===== src/rtl/div_ratio_meter.sv =====
// Period / high-time meter for a divided clock sampled in the clk domain.
// Define DIV_RATIO_METER_SYNC_EN to put a 2-flop synchronizer in front of clockin.
module div_ratio_meter #(
  parameter int unsigned CW      = 16,
  parameter int unsigned DIV_A   = 4,
  parameter int unsigned DIV_B   = 8,
  parameter int unsigned TIMEOUT = 1024,
  parameter int unsigned LOCK_N  = 2
) (
  input  logic          clk,
  input  logic          rst,
  input  logic          C1,
  input  logic          clockin,
  output logic [CW-1:0] period,
  output logic [CW-1:0] high_time,
  output logic          valid,
  output logic          match,
  output logic          locked,
  output logic          stall,
  output logic [7:0]    err_cnt
);

  localparam int unsigned   LW         = $clog2(LOCK_N + 1);
  localparam logic [CW-1:0] CntMax     = '1;
  localparam logic [CW-1:0] TimeoutVal = CW'(TIMEOUT);
  localparam logic [CW-1:0] ExpA       = CW'(DIV_A);
  localparam logic [CW-1:0] ExpB       = CW'(DIV_B);
  localparam logic [LW-1:0] LockMax    = LW'(LOCK_N);

  typedef enum logic [1:0] {StIdle, StMeas, StStall} state_e;

  state_e        r_state, w_state_nxt;
  logic          r_sig_s, r_sig_d, r_c1_q;
  logic [CW-1:0] r_cnt, r_hcnt, r_period, r_high;
  logic          r_valid, r_match, r_stall;
  logic [7:0]    r_err;
  logic [LW-1:0] r_lock_cnt;

  logic [CW-1:0] w_cnt_nxt, w_hcnt_nxt, w_period_nxt, w_high_nxt, w_exp;
  logic          w_valid_nxt, w_match_nxt, w_stall_nxt;
  logic [7:0]    w_err_nxt;
  logic [LW-1:0] w_lock_nxt;
  logic          w_rise, w_sel_chg, w_timeout;

`ifdef DIV_RATIO_METER_SYNC_EN
  logic r_sync;
  always_ff @(posedge clk or negedge rst) begin
    if (!rst) begin
      r_sync  <= 1'b0;
      r_sig_s <= 1'b0;
    end else begin
      r_sync  <= clockin;
      r_sig_s <= r_sync;
    end
  end
`else
  always_ff @(posedge clk or negedge rst) begin
    if (!rst) r_sig_s <= 1'b0;
    else      r_sig_s <= clockin;
  end
`endif

  always_ff @(posedge clk or negedge rst) begin
    if (!rst) begin
      r_sig_d <= 1'b0;
      r_c1_q  <= 1'b0;
    end else begin
      r_sig_d <= r_sig_s;
      r_c1_q  <= C1;
    end
  end

  assign w_rise    = r_sig_s & ~r_sig_d;
  assign w_sel_chg = (C1 != r_c1_q);
  assign w_exp     = C1 ? ExpA : ExpB;
  assign w_timeout = (r_cnt == TimeoutVal);

  always_ff @(posedge clk or negedge rst) begin
    if (!rst) r_state <= StIdle;
    else      r_state <= w_state_nxt;
  end

  // A ratio change overrides everything, including a coincident edge.
  always_comb begin
    w_state_nxt = r_state;
    if (w_sel_chg) begin
      w_state_nxt = StIdle;
    end else begin
      case (r_state)
        StIdle:  if (w_rise) w_state_nxt = StMeas;
        StMeas:  if (!w_rise && w_timeout) w_state_nxt = StStall;
        StStall: if (w_rise) w_state_nxt = StMeas;
        default: w_state_nxt = StIdle;
      endcase
    end
  end

  always_comb begin
    w_cnt_nxt    = r_cnt;
    w_hcnt_nxt   = r_hcnt;
    w_period_nxt = r_period;
    w_high_nxt   = r_high;
    w_valid_nxt  = 1'b0;
    w_match_nxt  = r_match;
    w_stall_nxt  = r_stall;
    w_err_nxt    = r_err;
    w_lock_nxt   = r_lock_cnt;
    if (w_sel_chg) begin
      w_cnt_nxt   = '0;
      w_hcnt_nxt  = '0;
      w_match_nxt = 1'b0;
      w_stall_nxt = 1'b0;
      w_lock_nxt  = '0;
    end else begin
      case (r_state)
        StIdle: begin
          w_cnt_nxt  = w_rise ? CW'(1) : '0;
          w_hcnt_nxt = w_rise ? CW'(1) : '0;
        end
        StMeas: begin
          if (w_rise) begin
            w_period_nxt = r_cnt;
            w_high_nxt   = r_hcnt;
            w_valid_nxt  = 1'b1;
            w_match_nxt  = (r_cnt == w_exp);
            if (r_cnt == w_exp) begin
              if (r_lock_cnt != LockMax) w_lock_nxt = r_lock_cnt + 1'b1;
            end else begin
              w_lock_nxt = '0;
              if (r_err != 8'hff) w_err_nxt = r_err + 8'd1;
            end
            w_cnt_nxt  = CW'(1);
            w_hcnt_nxt = CW'(1);
          end else if (w_timeout) begin
            w_stall_nxt = 1'b1;
            w_match_nxt = 1'b0;
            w_lock_nxt  = '0;
          end else begin
            if (r_cnt != CntMax) w_cnt_nxt = r_cnt + 1'b1;
            if (r_sig_s && (r_hcnt != CntMax)) w_hcnt_nxt = r_hcnt + 1'b1;
          end
        end
        StStall: begin
          if (w_rise) begin
            w_cnt_nxt   = CW'(1);
            w_hcnt_nxt  = CW'(1);
            w_stall_nxt = 1'b0;
          end
        end
        default: begin
          w_cnt_nxt  = '0;
          w_hcnt_nxt = '0;
        end
      endcase
    end
  end

  always_ff @(posedge clk or negedge rst) begin
    if (!rst) begin
      r_cnt      <= '0;
      r_hcnt     <= '0;
      r_period   <= '0;
      r_high     <= '0;
      r_valid    <= 1'b0;
      r_match    <= 1'b0;
      r_stall    <= 1'b0;
      r_err      <= '0;
      r_lock_cnt <= '0;
    end else begin
      r_cnt      <= w_cnt_nxt;
      r_hcnt     <= w_hcnt_nxt;
      r_period   <= w_period_nxt;
      r_high     <= w_high_nxt;
      r_valid    <= w_valid_nxt;
      r_match    <= w_match_nxt;
      r_stall    <= w_stall_nxt;
      r_err      <= w_err_nxt;
      r_lock_cnt <= w_lock_nxt;
    end
  end

  assign period    = r_period;
  assign high_time = r_high;
  assign valid     = r_valid;
  assign match     = r_match;
  assign locked    = (r_lock_cnt == LockMax);
  assign stall     = r_stall;
  assign err_cnt   = r_err;

endmodule


===== config.mk =====
export PLATFORM = sky130hd
export DESIGN_NAME = div_ratio_meter
export DESIGN_NICKNAME = d
export VERILOG_FILES = /design/src/rtl/div_ratio_meter.sv
export SDC_FILE = /design/constraint.sdc
export NUM_CORES = 1
export LEC_CHECK = 0
export ABC_AREA = 0
export CORE_UTILIZATION = 34
export DETAILED_ROUTE_END_ITERATION = 16
export DONT_BUFFER_PORTS = 1
export SETUP_SLACK_MARGIN = 0.4
export SLEW_MARGIN = 0
export SYNTH_ARGS = -nofsm -noshare
export SYNTH_HDL_FRONTEND = slang
export SYNTH_SLANG_ARGS = --single-unit

===== constraint.sdc =====
create_clock -name clk -period 3.4 [get_ports clk]
set_input_delay 0.51 -clock clk [delete_from_list [all_inputs] [get_ports clk]]
set_output_delay 0.51 -clock clk [all_outputs]
set_load 0.01 [all_outputs]

==> run summary, run 1 <==
Notes on the flow run.

- The remaining global-route overflow is 0, for reference.
- The peak clock frequency supported by timing is 0.405 GHz, for reference.
- The number of buffers added on ports is 0, for reference.
- The combinational cell area excluding buffers and inverters is 1790 µm², for reference.
- The most area-hungry cell type in the Yosys netlist is dfrtp_1, for reference.
- In this run the register-to-register setup slack is 0.93 ns.
- The power report puts the leakage power at 1.88 nW.
- The critical path required time is 3.66 ns, for reference.
- Entering global routing, the biggest net connects 83 pins.
- The transition time of the tightest slew-check pin is 0.903 ns, for reference.
- The total I/O pin count is 48, for reference.
- The number of endpoints failing setup at the final stage is 0, for reference.
- Once iteration 0 of detailed routing completed, the report listed 312 DRC markers.
- In the layout the commonest cells are dfrtp_1 (82), nand2_1 (42), o21ai_0 (42), mux2_2 (20), a21oi_1 (19).
- For this run, the share of the core covered by cells in the final layout is 0.388.
- Checking hold timing, the worst path is listed with class primary input to asynchronous set/reset pin.
- The count of TritonRoute iterations in the first routing pass is 4, for reference.
- Measured along the x axis, the die boundary spans 111 µm.
- The global routing report lists combined usage of all routing layers as 0.158.
- The launch point of the critical path is r_cnt[0]$_DFFE_PN0P_, for reference.
- The clock latency at the later pin of the worst-skew pair is 0.34 ns, for reference.
- For reference, the clock transition at the flip-flops on the worst setup and hold paths is 0.06 ns.
- Of the cells placed in the final design, the portion with a size suffix greater than 1 is 0.120.
- The detail-routed net length per standard cell is 17.2 µm, for reference.
- The synthesis stat section lists a flop and latch total of 82.
- The synthesized design contains 0 enable-type register cells.
- At the end of routability-driven placement, the weighted congestion stood at 0.890.
- The number of antenna violations at the first check in global routing came to 0.
- By area, the class that comes first in the final layout consists of registers.
- After synthesis, the most frequently instantiated cells are dfrtp_1 (82), nand2_1 (43), o21ai_0 (42), mux2_2 (20), a21oi_1 (19).
- Sorting the synthesized cells by area gives the leading types as dfrtp_1 (51%), mux2_2 (5.6%), o21ai_0 (5.2%), nand2_1 (4.0%), nand4_1 (2.5%).
- The type of the worst setup path is register to register, for reference.
- The post-cts sizing count is 0, for reference.
- The flow inserted 143 tap cells.
- Per the layout report, the design carries 12 clock buffers.
- The total clock buffers created by CTS is 9, for reference.
- Of all the cell area in the finished design, non-clock buffers hold 0.0112.
- The layout report gives the register share of total cell area as 0.461.
- The count of endpoints failing hold in the final timing report is 0, for reference.
- The part of the Yosys area used for sequential elements is 0.512, for reference.
- The area added between synthesis and finish is 11.0%, for reference.
- The area occupied by registers is 2050 µm², for reference.
- The y dimension of the die is 111 µm, for reference.
- In this run, distinct cell masters in the synthesized netlist total 53.
- The buffer depth of the longest clock path is 2, for reference.
- Counting cells, the worst reg-to-reg path comes to 8.
- The final routed DRC violation total is 0, for reference.
- The number of standard cells reported by yosys is 401, for reference.
- The post-CTS setup buffer count is 0, for reference.
- In the final timing run, aggregate negative setup slack is 0 ns.
- The quantity of hold-fixing buffers added after cts is 1, for reference.
- The most common cell in the synthesized netlist is dfrtp_1, for reference.
- The share of the synthesized area in the top cell type is 0.512, for reference.
- The via count of the first global-routing pass is 2,973, for reference.
- The chip area is 12,200 µm², for reference.
- The number of rows in the core area is 39, for reference.
- At the end of the flow, the number of nets in the layout was 405.
- Setup repair after global routing left no endpoint under its margin.
- The capturing element type of the critical path is a register, for reference.
- Per the timing report, the most critical flop-to-flop path originates at r_cnt[0]$_DFFE_PN0P_.
- The flow ran to the end, and the final reports show no timing, DRC or antenna violations.
- The repair_antennas step left the layout with diodes totalling 0.
- The worst setup path is launched from a register.
- The mean instance size in the synthesized netlist is 10.0 µm², for reference.
- The proportion of synthesized flip-flops having asynchronous set or reset is 1.00, for reference.
- Looking at the critical path, the highest net fanout was 20.
- The number of sequential cells reported for the layout is 82.
- The number of nets in the synthesized netlist is 410.
- Power spread over the standard cell area amounts to 483 nW/µm².
- The TritonCTS clock tree is built, for reference.
- The detail route stage leaves a number of antenna-violating nets equal to 0.
- Across all stage logs, warnings added up to 27.
- Before CTS, the worst setup slack after placement is 0.952 ns.
- Per the placement report, the placed cell count is 527.
- The count of buffers not belonging to the clock network in the layout is 4, for reference.
- The clock sink total is 82, for reference.
- The gate count of the mapped netlist is 401, for reference.
- The final layout report lists a filler cell count of 1,107.
[run 1: worst max-delay path by stage]
stage                             to  slack [ns]
2_1_floorplan  r_hcnt[1]$_DFFE_PN0P_        1.52
3_3_place_gp   r_hcnt[0]$_DFFE_PN0P_        1.03
3_5_place_dp   r_hcnt[4]$_DFFE_PN0P_        0.95
4_1_cts        r_hcnt[0]$_DFFE_PN0P_        0.97
5_1_grt        r_hcnt[0]$_DFFE_PN0P_        0.87
6_report       r_hcnt[0]$_DFFE_PN0P_        0.93
[run 1: routing by layer]
layer,GRT usage,wire [µm]
met4,0.0738,227
met5,0,0
met1,0.215,4330
met2,0.237,4320
met3,0.0390,498
[run 1: cell families (layout without fill, tap and decap cells)]
group,after synthesis,after routing,share of synthesized area
buf+inv,38,38,0.0412
mux,24,24,0.0662
xor+xnor,8,8,0.0194
fa+ha+maj,5,5,0.0156
simple gates,140,140,0.182
flops,82,82,0.512
compound gates,104,104,0.164
[run 1: critical path, cell delays in order (launching register included)]
cell	delay, ns
dfrtp_1	0.41
inv_1	0.16
ha_1	0.17
nor4b_1	0.37
and4_1	0.40
a21oi_4	0.14
inv_2	0.35
a21o_1	0.18
mux2i_1	0.19
[run 1: registers in the layout, indices dropped and copies added (netlist names), 2 cells and up]
register,cells
r_lock_cnt,2
err_cnt,8
high_time,16
period,16
r_state,2
r_hcnt,16
r_cnt,16
[run 1: power by group]
group / switching, W / internal (W) / leakage, nW
combinational: 0.0000757 / 0.0000433 / 0.607
clock: 0.000379 / 0.000608 / 0.145
sequential: 0.0000402 / 0.00100 / 1.13
[run 1: metrics by stage]
step	instance area (µm²)	total power (W)
floorplan	4010	0.00113
global placement	4120	0.00115
detailed placement	4120	0.00116
CTS	4450	0.00218
global route	4450	0.00223
finish	4450	0.00215
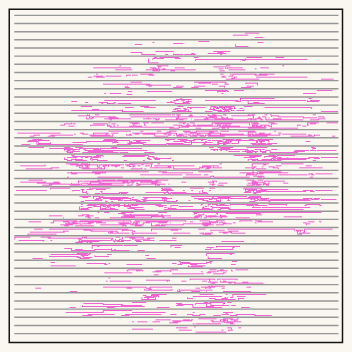
Figure 1: run 1, signal wires on met1.
Scale: 3 px per µm. Supply wires on this layer in gray.
The wires run mostly horizontal. 375 nets have wire on it. The layer carries 4,330 µm of wire.
final wirelength: 9.38 mm
total number of vias: 3,120
met1 Use GR: 0.215

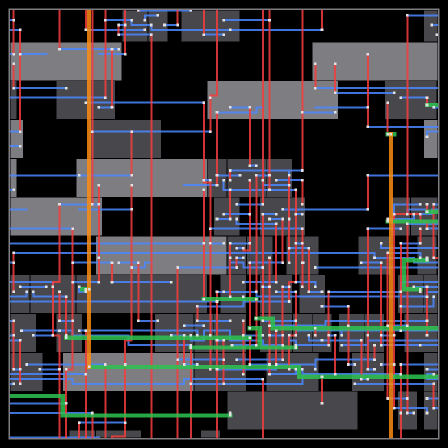
Figure 2: run 1, close-up of the layout.
Window x 40 to 70, y 62 to 92 µm. Cells in gray, sequential cells in the stronger gray; small squares are vias.
Orange shows met4. Red shows met2. Blue shows met1. Green shows met3.
Netlist names of flops here include r_hcnt (4). 53 logic cells have their middle in the window. Sequential cells in the window: 7. Most frequent: nand2_1 (7), o21ai_0 (7), dfrtp_1 (7).

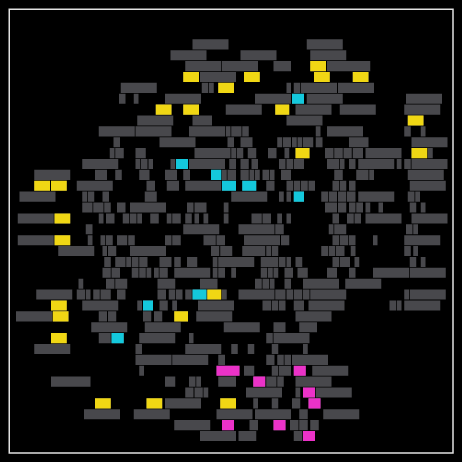
Figure 3: run 1, selected gate families.
Scale: 4 px per µm.
Cyan shows AND-OR and OR-AND gates, cells 9. Yellow shows multiplexers, cells 24, where spread over the die. Magenta shows XOR/XNOR gates, cells 8.
Final Non-Filler Cells: 544
multi-input gate share of the layout cell area: 0.403
most instantiated logic cell after routing: dfrtp_1

Figure 4. Signal wires by layer (run 1).
Scale: 3 px per µm. Two of the layers only.
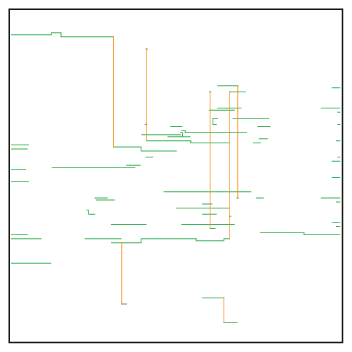

==> run 2: changes to the inputs <==
Clock period 3.4 ns to 2.1 ns, I/O delays scaled along.
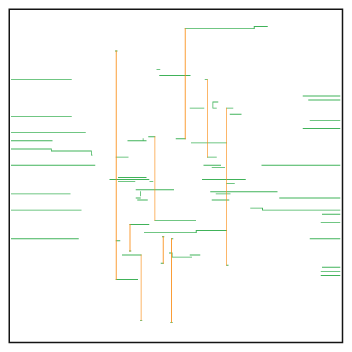
Figure 5: run 2, signal wires by layer.
Scale: 3 px per µm. Two of the layers only.
Orange shows met4, wire length 286 µm. Green shows met3, wire length 629 µm.
total number of vias: 3,442
final wirelength: 10.8 mm
gr usage total: 0.175
wire length per cell after detailed routing: 17.8 µm

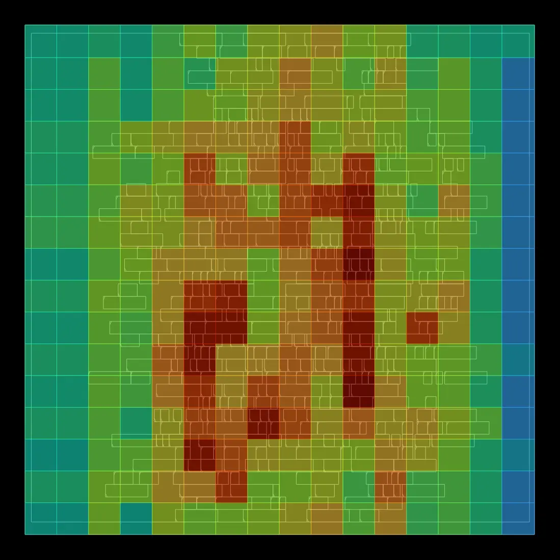
Figure 6: run 2, congestion heat map.
met3 GRT Util: 0.0395
met2 track demand over resource: 0.279
layer with the highest usage: met2
fin util: 0.471
met1 Use GR: 0.220

==> run 2 against run 1 <==
  * The run now ends with hold timing left
  * Area after synthesis stayed put
  * Sequential power up 63%
  * Critical path type unchanged
  * Worst hold slack got worse by 0.40 ns
  * Highest routed layer unchanged
==> run summary, run 2 <==
Notes on the flow run.

- The count of distinct cell types in the synthesized netlist came to 53 (unchanged).
- The antenna diode count was 0 (unchanged).
- The combinational share of cell area is 0.390 (-0.0129), for reference.
- The sort of element at the start of the critical path is a register, for reference.
- The count of TritonRoute iterations in the first routing pass is 5 (+1).
- The sum of internal, switching and leakage power came to 0.00388 W (+81%).
- The quantity of hold-fixing buffers added after cts is 2 (+1).
- The number of antenna violations at the first check in global routing was 0 (unchanged).
- The starting DRC count in detailed routing came to 247 (-21%).
- The flop count was 82 (unchanged).
- The proportion of synthesized flip-flops having asynchronous set or reset came to 1.00 (unchanged).
- The setup TNS is 0 ns (unchanged), for reference.
- The total internal power is 0.00305 W (+84%).
- The switching fraction of total power is 0.215 (-0.0150), for reference.
- The area share of xor/xnor cells in the synthesized design is 0.0194 (unchanged), for reference.
- The power per standard cell area is 719 nW/µm² (+49%).
- The aoi/oai-family share of the synthesized area is 0.164 (unchanged), for reference.
- The fraction of power consumed by sequential logic is 0.435 (-0.050).
- The worst setup path is of the register to register kind.
- The mean instance size in the synthesized netlist came to 10.0 µm² (unchanged).
- The total clock network power came to 0.00196 W (+99%).
- The cell depth of the worst flop-to-flop path was 7 (-1).
- The fraction of power consumed by combinational cells is 0.060 (+0.005), for reference.
- The total I/O pin count is 48 (unchanged), for reference.
- The worst hold slack across all endpoints is -0.337 ns, for reference.
- The remaining global-route overflow was 0 (unchanged).
- The leakage power of the design was 2.32 nW (+23%).
- The number of nets in the final layout came to 468 (+16%).
- Summed over all instances, the cell type with the most area after synthesis is dfrtp_1.
- The combinational cell area excluding buffers and inverters was 2110 µm² (+18%).
- The most common cell in the synthesized netlist is dfrtp_1, for reference.
- The share of layout cells above drive strength 1 is 0.381 (+0.262), for reference.
- The gate count of the mapped netlist is 401 (unchanged), for reference.
- The worst hold path class is primary input to asynchronous set/reset pin, for reference.
- The y dimension of the die is 111 µm (unchanged), for reference.
- The design area is 5400 µm² (+21%).
- The post-place setup slack was 0.149 ns (-0.803 ns).
- The non-clock buffer share of cell area was 0.111 (+0.100).
- The number of nets at floorplan came to 410 (unchanged).
- The final weighted congestion in routability-driven placement was 0.860 (-3.4%).
- The count of state elements after synthesis was 82 (unchanged).
- The via count of the first global-routing pass is 3,440 (+16%), for reference.
- The chip area is 12,200 µm² (unchanged), for reference.
- The number of placed instances with taps included is 549 (+4.2%).
- The warning total across the stage logs came to 32 (+19%).
- The capturing element type of the critical path is a register, for reference.
- The sequential power is 0.00169 W (+63%), for reference.
- The number of rows in the core area is 39 (unchanged), for reference.
- The share of the synthesized area in the top cell type is 0.512 (unchanged), for reference.
- The number of buffers and inverters on the critical path was 2 (unchanged).
- The maximum number of pins on one net before global-route repair came to 83 (unchanged).
- The total clock buffers created by CTS is 9 (unchanged), for reference.
- The critical path goes through xnor2_4 -> buf_4 -> and3_4 -> a21oi_4 -> clkinv_4 -> a21o_1 -> a22o_1.
- The clock buffer instance count of the final layout is 11 (-1), for reference.
- The number of endpoints failing setup at the final stage is 0 (unchanged), for reference.
- For reference, the top cells by area after synthesis are dfrtp_1 (51%), mux2_2 (5.6%), o21ai_0 (5.2%), nand2_1 (4.0%), nand4_1 (2.5%).
- The number of flops mapped to enable cells by yosys came to 0 (unchanged).
- Looking at the critical path, the single cell with the biggest stage delay is dfrtp_1.
- The library cell used most frequently in the layout, excluding fill and tap cells, is dfrtp_1.
- The post-placement cell area was 4310 µm² (+4.7%).
- The checks that failed: hold timing.
- The TritonCTS clock tree is built, for reference.
- The portion of netlist area occupied by mux cells was 0.0662 (unchanged).
- The synthesized-area fraction occupied by and/or/nand/nor cells is 0.182 (unchanged), for reference.
- The area occupied by registers is 2070 µm² (+1.0%), for reference.
- The run finished, with violations left.
- The number of standard cells in the layout, taps in and fillers out is 607 (+12%), for reference.
- In the layout the commonest cells are dfrtp_1 (65), buf_4 (49), nand2_1 (39), mux2_2 (20), o21ai_0 (20).
- The count of endpoints failing hold in the final timing report was 82 (+82).
- The number of tap cells inserted is 143 (unchanged), for reference.
- The leading cell category by total area is multi-input combinational cells, for reference.
- The group drawing the most power is the clock network, for reference.
- The part of the Yosys area used for sequential elements is 0.512 (unchanged), for reference.
- The final routed DRC violation total is 0 (unchanged), for reference.
- The area fraction in full adders, half adders and majority gates came to 0.0156 (unchanged).
- The share of power burned in the clock network was 0.505 (+0.046).
- The reg-to-reg setup timing slack is 0.28 ns (-0.65 ns), for reference.
- The maximum fanout encountered on the critical timing path is 6 (-70%), for reference.
- The clock latency at the later pin of the worst-skew pair is 0.35 ns (about the same), for reference.
- The number of buffers added on ports is 0 (unchanged), for reference.
- The x dimension of the die is 111 µm (unchanged).
- The transition time of the tightest slew-check pin was 0.384 ns (-0.519 ns).
- The stage delay of the slowest cell on the critical path is 0.43 ns (+0.02 ns), for reference.
- The register fraction of the total cell area was 0.384 (-0.0775).
- By count the netlist is led by dfrtp_1 (82), nand2_1 (43), o21ai_0 (42), mux2_2 (20), a21oi_1 (19).
- The count of antenna-violating nets left after detailed routing is 0 (unchanged), for reference.
- The combinational power was 0.000234 W (+97%).
- The switching component of the power is 0.000836 W (+69%).
==> run 2: metal layers <==
layer	up-vias	share of wire	wire length [µm]
li1	1599	-	-
met4	0	0.026	286
met3	23	0.058	628
met5	-	0	0
met2	98	0.48	5200
met1	1722	0.44	4720
==> run 2: worst register-to-register path: cells and delay by family, from the launching register on <==
family	cells	cell delay, ns
simple gates	1	0.20
buf+inv	2	0.32
flops	1	0.43
xor+xnor	1	0.18
compound gates	3	0.59
==> run 2: cell families (layout without fill, tap and decap cells) <==
family | count (synthesis) | in the layout
compound gates | 104 | 104
flops | 82 | 82
buf+inv | 38 | 101
mux | 24 | 24
xor+xnor | 8 | 8
simple gates | 140 | 140
fa+ha+maj | 5 | 5
==> run 2: how the worst max path moves through the flow <==
stage	startpoint	endpoint	slack, ns	depth (start not counted)
3_5_place_dp	r_state[1]$_DFFE_PN0P_	r_cnt[11]$_DFFE_PN0P_	0.15	6
3_3_place_gp	r_cnt[3]$_DFFE_PN0P_	r_cnt[0]$_DFFE_PN0P_	0.20	5
5_1_grt	r_cnt[12]$_DFFE_PN0P_	r_cnt[14]$_DFFE_PN0P_	0.21	8
4_1_cts	r_hcnt[2]$_DFFE_PN0P_	r_hcnt[13]$_DFFE_PN0P_	0.30	5
6_report	r_c1_q$_DFF_PN0_	r_hcnt[1]$_DFFE_PN0P_	0.28	7
2_1_floorplan	r_state[0]$_DFFE_PN0P_	r_hcnt[1]$_DFFE_PN0P_	0.29	9
==> run 2: what timing repair did <==
action / in CTS / in global routing
endpoints found under the hold margin: 84 / 82
pin swaps: 19 / 27
gates resized: 66 / 51
buffers inserted: 23 / 16
cloned: 1 / 0
endpoints found under the setup margin: 45 / 60
Power is estimated from default activity; no workload was simulated.
